==> src/rtl/pc_fetch_sequencer.sv <==
// pc_fetch_sequencer
//   Multi-cycle fetch controller that owns the program counter. It issues
//   instruction-memory requests over a valid/ready handshake and hands each
//   fetched word to decode. After every accepted instruction the PC advances
//   by +4, or moves to a branch target when a redirect is taken.
//
// Parameters
//   XLEN          PC / address width
//   RESET_VECTOR  PC value after reset
//   MAX_WAIT      response-wait cycles before timeout (1..255)
//
// Ports
//   clk, reset                  clock (rising edge), async active-low reset
//   start, halt                 begin fetching / stop at next fetch boundary
//   branch_taken, branch_target one-cycle redirect pulse and its target
//   imem_req_*                  request channel (valid/ready, addr = pc)
//   imem_resp_*                 one-cycle response strobe and instruction word
//   instr_valid/ready, instr,   instruction offered to decode, and its address
//   instr_pc
//   pc, state                   current PC and FSM state code
//   timeout_err                 sticky: response wait exceeded MAX_WAIT
//
// Build option
//   PC_MISALIGN_CHECK_EN  adds the sticky output misalign_err. A redirect to a
//                         target with nonzero bits [1:0] enters TRAP. When the
//                         option is off, target bits [1:0] are cleared before use.
module pc_fetch_sequencer #(
  parameter int unsigned     XLEN         = 64,
  parameter logic [XLEN-1:0] RESET_VECTOR = '0,
  parameter int unsigned     MAX_WAIT     = 15
) (
  input  logic            clk,
  input  logic            reset,
  input  logic            start,
  input  logic            halt,
  input  logic            branch_taken,
  input  logic [XLEN-1:0] branch_target,
  output logic            imem_req_valid,
  input  logic            imem_req_ready,
  output logic [XLEN-1:0] imem_req_addr,
  input  logic            imem_resp_valid,
  input  logic [31:0]     imem_resp_data,
  output logic            instr_valid,
  input  logic            instr_ready,
  output logic [31:0]     instr,
  output logic [XLEN-1:0] instr_pc,
  output logic [XLEN-1:0] pc,
  output logic [2:0]      state,
  output logic            timeout_err
`ifdef PC_MISALIGN_CHECK_EN
  ,
  output logic            misalign_err
`endif
);

  typedef enum logic [2:0] {
    S_IDLE    = 3'd0,
    S_FETCH   = 3'd1,
    S_WAIT    = 3'd2,
    S_DELIVER = 3'd3,
    S_ERROR   = 3'd4,
    S_TRAP    = 3'd5
  } state_t;

  localparam logic [7:0]      WAIT_LIMIT = 8'(MAX_WAIT);
  localparam logic [XLEN-1:0] PC_STEP    = XLEN'(4);

  state_t          cur_q, nxt;
  logic [XLEN-1:0] pc_q, pc_d;
  logic            pend_q, pend_d;
  logic [XLEN-1:0] tgt_q, tgt_d;
  logic [7:0]      cnt_q, cnt_d;
  logic [31:0]     instr_q, instr_d;
  logic [XLEN-1:0] ipc_q, ipc_d;
  logic            tmo_q, tmo_d;

  logic            redir_ok;
  logic            redir_any;
  logic [XLEN-1:0] tgt_in;
  logic [XLEN-1:0] redir_addr;

`ifdef PC_MISALIGN_CHECK_EN
  logic mis_q, mis_d;
  logic misaligned;
  assign tgt_in     = branch_target;
  assign misaligned = redir_ok && branch_taken && (branch_target[1:0] != 2'b00);
`else
  logic unused_tgt_lsb;
  assign unused_tgt_lsb = ^branch_target[1:0];
  assign tgt_in         = {branch_target[XLEN-1:2], 2'b00};
`endif

  // Redirects are only honoured while a fetch is in progress.
  assign redir_ok   = (cur_q == S_FETCH) || (cur_q == S_WAIT) || (cur_q == S_DELIVER);
  assign redir_any  = pend_q || (redir_ok && branch_taken);
  // When a redirect was already pending, a pulse in the current cycle takes priority.
  assign redir_addr = branch_taken ? tgt_in : tgt_q;

  always_ff @(posedge clk or negedge reset) begin
    if (!reset) begin
      cur_q   <= S_IDLE;
      pc_q    <= RESET_VECTOR;
      pend_q  <= 1'b0;
      tgt_q   <= '0;
      cnt_q   <= '0;
      instr_q <= '0;
      ipc_q   <= '0;
      tmo_q   <= 1'b0;
`ifdef PC_MISALIGN_CHECK_EN
      mis_q   <= 1'b0;
`endif
    end else begin
      cur_q   <= nxt;
      pc_q    <= pc_d;
      pend_q  <= pend_d;
      tgt_q   <= tgt_d;
      cnt_q   <= cnt_d;
      instr_q <= instr_d;
      ipc_q   <= ipc_d;
      tmo_q   <= tmo_d;
`ifdef PC_MISALIGN_CHECK_EN
      mis_q   <= mis_d;
`endif
    end
  end

  always_comb begin
    nxt     = cur_q;
    pc_d    = pc_q;
    pend_d  = pend_q;
    tgt_d   = tgt_q;
    cnt_d   = cnt_q;
    instr_d = instr_q;
    ipc_d   = ipc_q;
    tmo_d   = tmo_q;
`ifdef PC_MISALIGN_CHECK_EN
    mis_d   = mis_q;
`endif

    if (redir_ok && branch_taken) begin
      pend_d = 1'b1;
      tgt_d  = tgt_in;
    end

    case (cur_q)
      S_IDLE: begin
        if (start) nxt = S_FETCH;
      end
      S_FETCH: begin
        if (imem_req_ready) begin
          nxt   = S_WAIT;
          cnt_d = '0;
        end else if (halt) begin
          // The request is withdrawn, but a pending redirect still updates the PC.
          nxt = S_IDLE;
          if (redir_any) begin
            pc_d   = redir_addr;
            pend_d = 1'b0;
          end
        end
      end
      S_WAIT: begin
        if (imem_resp_valid) begin
          cnt_d = '0;
          if (redir_any) begin
            // The response belongs to the old stream: drop it and refetch at the target.
            nxt    = S_FETCH;
            pc_d   = redir_addr;
            pend_d = 1'b0;
          end else begin
            nxt     = S_DELIVER;
            instr_d = imem_resp_data;
            ipc_d   = pc_q;
          end
        end else begin
          cnt_d = cnt_q + 8'd1;
          if (cnt_q + 8'd1 == WAIT_LIMIT) begin
            nxt   = S_ERROR;
            tmo_d = 1'b1;
          end
        end
      end
      S_DELIVER: begin
        if (instr_ready) begin
          pc_d   = redir_any ? redir_addr : pc_q + PC_STEP;
          pend_d = 1'b0;
          nxt    = halt ? S_IDLE : S_FETCH;
        end else if (redir_any) begin
          // Flush the instruction that has not been accepted yet.
          pc_d   = redir_addr;
          pend_d = 1'b0;
          nxt    = S_FETCH;
        end
      end
      S_ERROR, S_TRAP: begin
      end
      default: nxt = S_IDLE;
    endcase

`ifdef PC_MISALIGN_CHECK_EN
    if (misaligned) begin
      nxt    = S_TRAP;
      pc_d   = branch_target;
      pend_d = 1'b0;
      mis_d  = 1'b1;
    end
`endif
  end

  assign imem_req_valid = (cur_q == S_FETCH);
  assign imem_req_addr  = pc_q;
  assign instr_valid    = (cur_q == S_DELIVER);
  assign instr          = instr_q;
  assign instr_pc       = ipc_q;
  assign pc             = pc_q;
  assign state          = cur_q;
  assign timeout_err    = tmo_q;
`ifdef PC_MISALIGN_CHECK_EN
  assign misalign_err   = mis_q;
`endif

endmodule
==> config.mk <==
export PLATFORM = sky130hd
export DESIGN_NAME = pc_fetch_sequencer
export DESIGN_NICKNAME = d
export VERILOG_FILES = /design/src/rtl/pc_fetch_sequencer.sv
export SDC_FILE = /design/constraint.sdc
export NUM_CORES = 1
export LEC_CHECK = 0
export ABC_AREA = 1
export CAP_MARGIN = 20
export CELL_PAD_IN_SITES_DETAIL_PLACEMENT = 0
export CELL_PAD_IN_SITES_GLOBAL_PLACEMENT = 1
export CORE_UTILIZATION = 36
export CTS_CLUSTER_DIAMETER = 30
export DETAILED_ROUTE_END_ITERATION = 10
export MAX_ROUTING_LAYER = met4
export PLACE_DENSITY_LB_ADDON = 0.08
export SYNTH_ARGS = -nofsm -noshare
export SYNTH_HDL_FRONTEND = slang
export SYNTH_SLANG_ARGS = --single-unit
export TNS_END_PERCENT = 20
==> constraint.sdc <==
create_clock -name clk -period 2.1 [get_ports clk]
set_clock_uncertainty 0.1 [all_clocks]
set_input_delay 0.42 -clock clk [delete_from_list [all_inputs] [get_ports clk]]
set_output_delay 0.42 -clock clk [all_outputs]
set_load 0.1 [all_outputs]
Fig. 1: floorplan with the power grid
Pins as bars on the die edge.
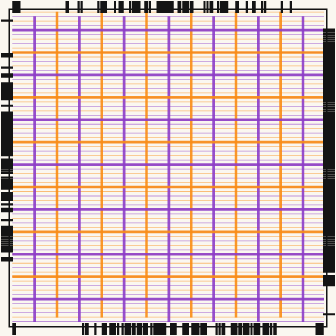
Key: orange = VDD; purple = VSS
70 met1 rails follow the rows. 13 straps on met5. 13 straps on met4. The core has 69 rows.
placeable core area: 35,500 um2
vertical die dimension: 192 um

Fig. 2: placement by cell class
The bar under the picture is 50 um long.
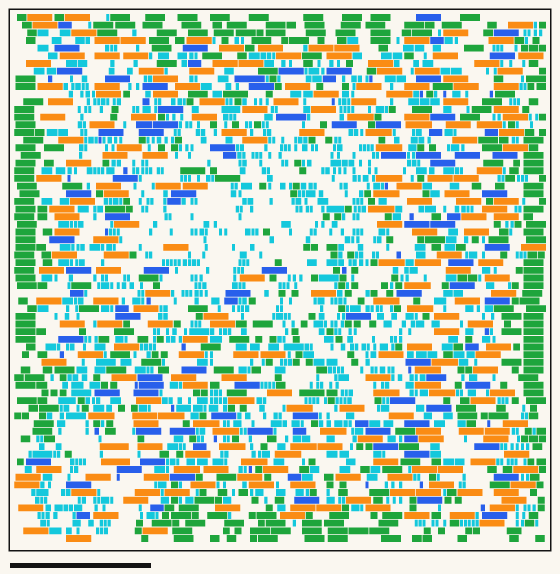
Key: blue = clock drivers and dummy loads [cells 128, share of their area 11%]; orange = flip-flops [cells 235, share of their area 28%]; green = other buffers and delay cells [cells 515, share of their area 31%]; cyan = all other logic [cells 1,190, share of their area 30%]
final core area utilization: 61.0%
flop share of the area: 27.4%
floorplan row count: 69
post-layout instance area: 21,600 um2

==> summary.txt <==
Notes on the flow outputs.

- The chip occupies about 37,000 um2.
- The cell area that synthesis handed to floorplanning was between 10,000 and 15,000 um2.
- The startpoint kind of the worst setup timing path reads a flop.
- The headroom to the max-slew limit reads 68.1%.
- Hold timing on the final database bottoms out at a slack of between 0.1 and 0.15 ns.
- The most numerous cell on the critical path is buf_6.
- The largest power group is clock.
- The first global-routing pass estimated about 69 mm of wire.
- The worst-case IR drop observed on VDD is approximately 0.51 mV.
- The total clock sinks reads 235.
- The overall routing resource usage reads 25.3%.
- Synthesis produced roughly 1,500 cells.
- The number of gates resized after cts is 9.
- The routed via count reads 12,200.
- The kind of cell with the highest combined delay along the critical path is flip-flops.
- The synthesized area divided by synthesized cell count reads around 8.4 um2.
- The final count of negative-setup-slack endpoints reads 2.
- The count of antenna-violating nets left after detailed routing reads 0.
- The number of fill cells reads about 3,100.
- From left edge to right edge, the die measures between 150 and 200 um.
- The setup TNS is -0.0851 ns.
- The via count of the first global-routing pass was about 12,000.
- The most common logic cells in the final layout are 471 x nand2_1, 224 x buf_4, 203 x dfrtp_1, 176 x buf_12, 146 x inv_1.
- around 330 I/O pins were placed.
- The largest non-sequential cell family by area reads simple AND/OR/NAND/NOR gates.
- For reference, the mux area share after synthesis is ~8.6%.
- The number of placed instances with taps included is roughly 2,400.
- The count of flip-flops with a built-in enable after synthesis is 0.
- The synthesis run shows the most used standard cells to be 478 x nand2_1, 235 x dfrtp_1, 151 x inv_1.
- Summed over all layers, the global routing overflow is 0.
- The final wirelength is approximately 46 mm.
- After layout, the worst setup slack is -0.0565 ns.
- The number of instances on the worst hold path reads 3.
- The post-layout net count is roughly 2,100.
- Counting the buffers created by CTS gives 70.
- The quantity of I/O buffers inserted on ports is between 300 and 400.
- The cell area after placement reads 18,800 um2.
- The standard cell with the maximum stage delay on the critical path is dfrtp_4.
- Yosys printed 0 warnings.
- The relative contribution of combinational cells to total power is 2.9%.
- The worst min-delay path class is in -> reg.
- The setup slack after placement reads -0.315 ns.
- Of all flip-flops after synthesis, the portion carrying an async set or reset was 100%.
- The power in sequential cells is between 4000 and 5000 uW.
- The peak fanout along the critical path reads 2.
- The total combinational power reads ~450 uW.
- The detailed placement HPWL reads ~34 mm.
- Of the total synthesized cell area, the portion taken by XOR and XNOR cells is about 1.4%.
- The floorplan-stage core utilization is 36.5%.
- Setup repair after global routing could not meet its margin everywhere.
- Along the critical path, the tally of buffer and inverter instances is 4.
- The number of vias per cell after detailed routing reads between 4 and 5.
- The run finished, with violations left.
- Cells with a size suffix above 1 make up 34.8% of the layout.
- The final critical path takes up 103% of the cycle.
- The setup slack of the worst register-to-register path is roughly 0.030 ns.
- In this run the critical register-to-register path is captured at imem_req_addr[33]$_DFFE_PN0P_.
- The checks that failed: setup timing.
- The cell-mix breakdown from Yosys lists the simple-gate area share as around 24%.
- From synthesis to final layout, the design area changed by 67.1%.
- The number of detailed-routing iterations run before antenna repair is 5.
- For reference, the final report shows the hold violation count at 0.
- The register bit total from synthesis reads 235.
- The routability-driven placement congestion ratio reads 0.889.
- The clock tree from TritonCTS reads built.
Fig. 3: clock wires, drivers and flops
The bar under the picture is 50 um long.
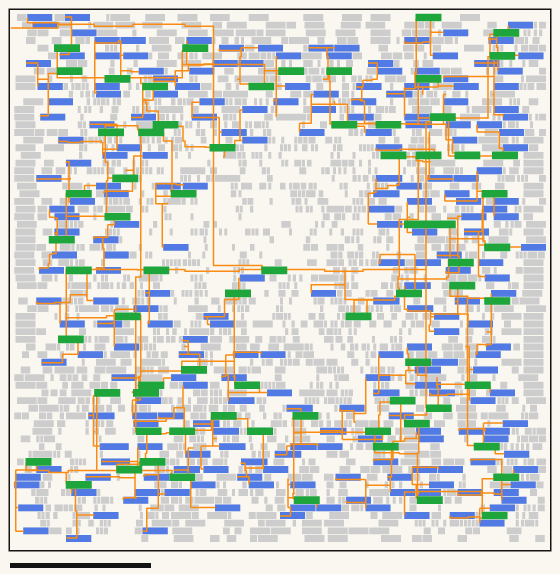
Key: blue = flip-flops [count 235]; green = cells driving clock nets [count 70]; orange = clock wires [length 4,200 um]
Position of the flops: widely spread.
clock power share: 67.2%
clock latency of the later-clocked register in the worst-skew pair: 0.56 ns
clock group power: 10,200 uW

## sequential cells by signal, indices dropped and copies added, names as in the netlist
register and cells:
tgt_q 62, imem_req_addr 64, instr_pc 64, cnt_q 8
timeout_err 1, state 3, instr 32, pend_q 1
## layout make-up
| class | instances | share of cell area [%] |
|---|---|---|
| Multi-Input combinational cell | 1031 | 26.6 |
| Antenna cell | 1 | 0.0116 |
| Tap cell | 461 | 2.66 |
| Sequential cell | 235 | 27.4 |
| Clock inverter | 16 | 0.734 |
| Inverter | 159 | 2.79 |
| Timing Repair Buffer | 515 | 29.7 |
| Clock buffer | 112 | 10.1 |
## per-layer routing
metal | track usage (%) | share of wire [%]
met4 | 8.12 | 2.1
met3 | 4.44 | 6.0
met2 | 39.5 | 46
met5 | - | 0
met1 | 33.3 | 45
Power and IR drop assume default switching activity.
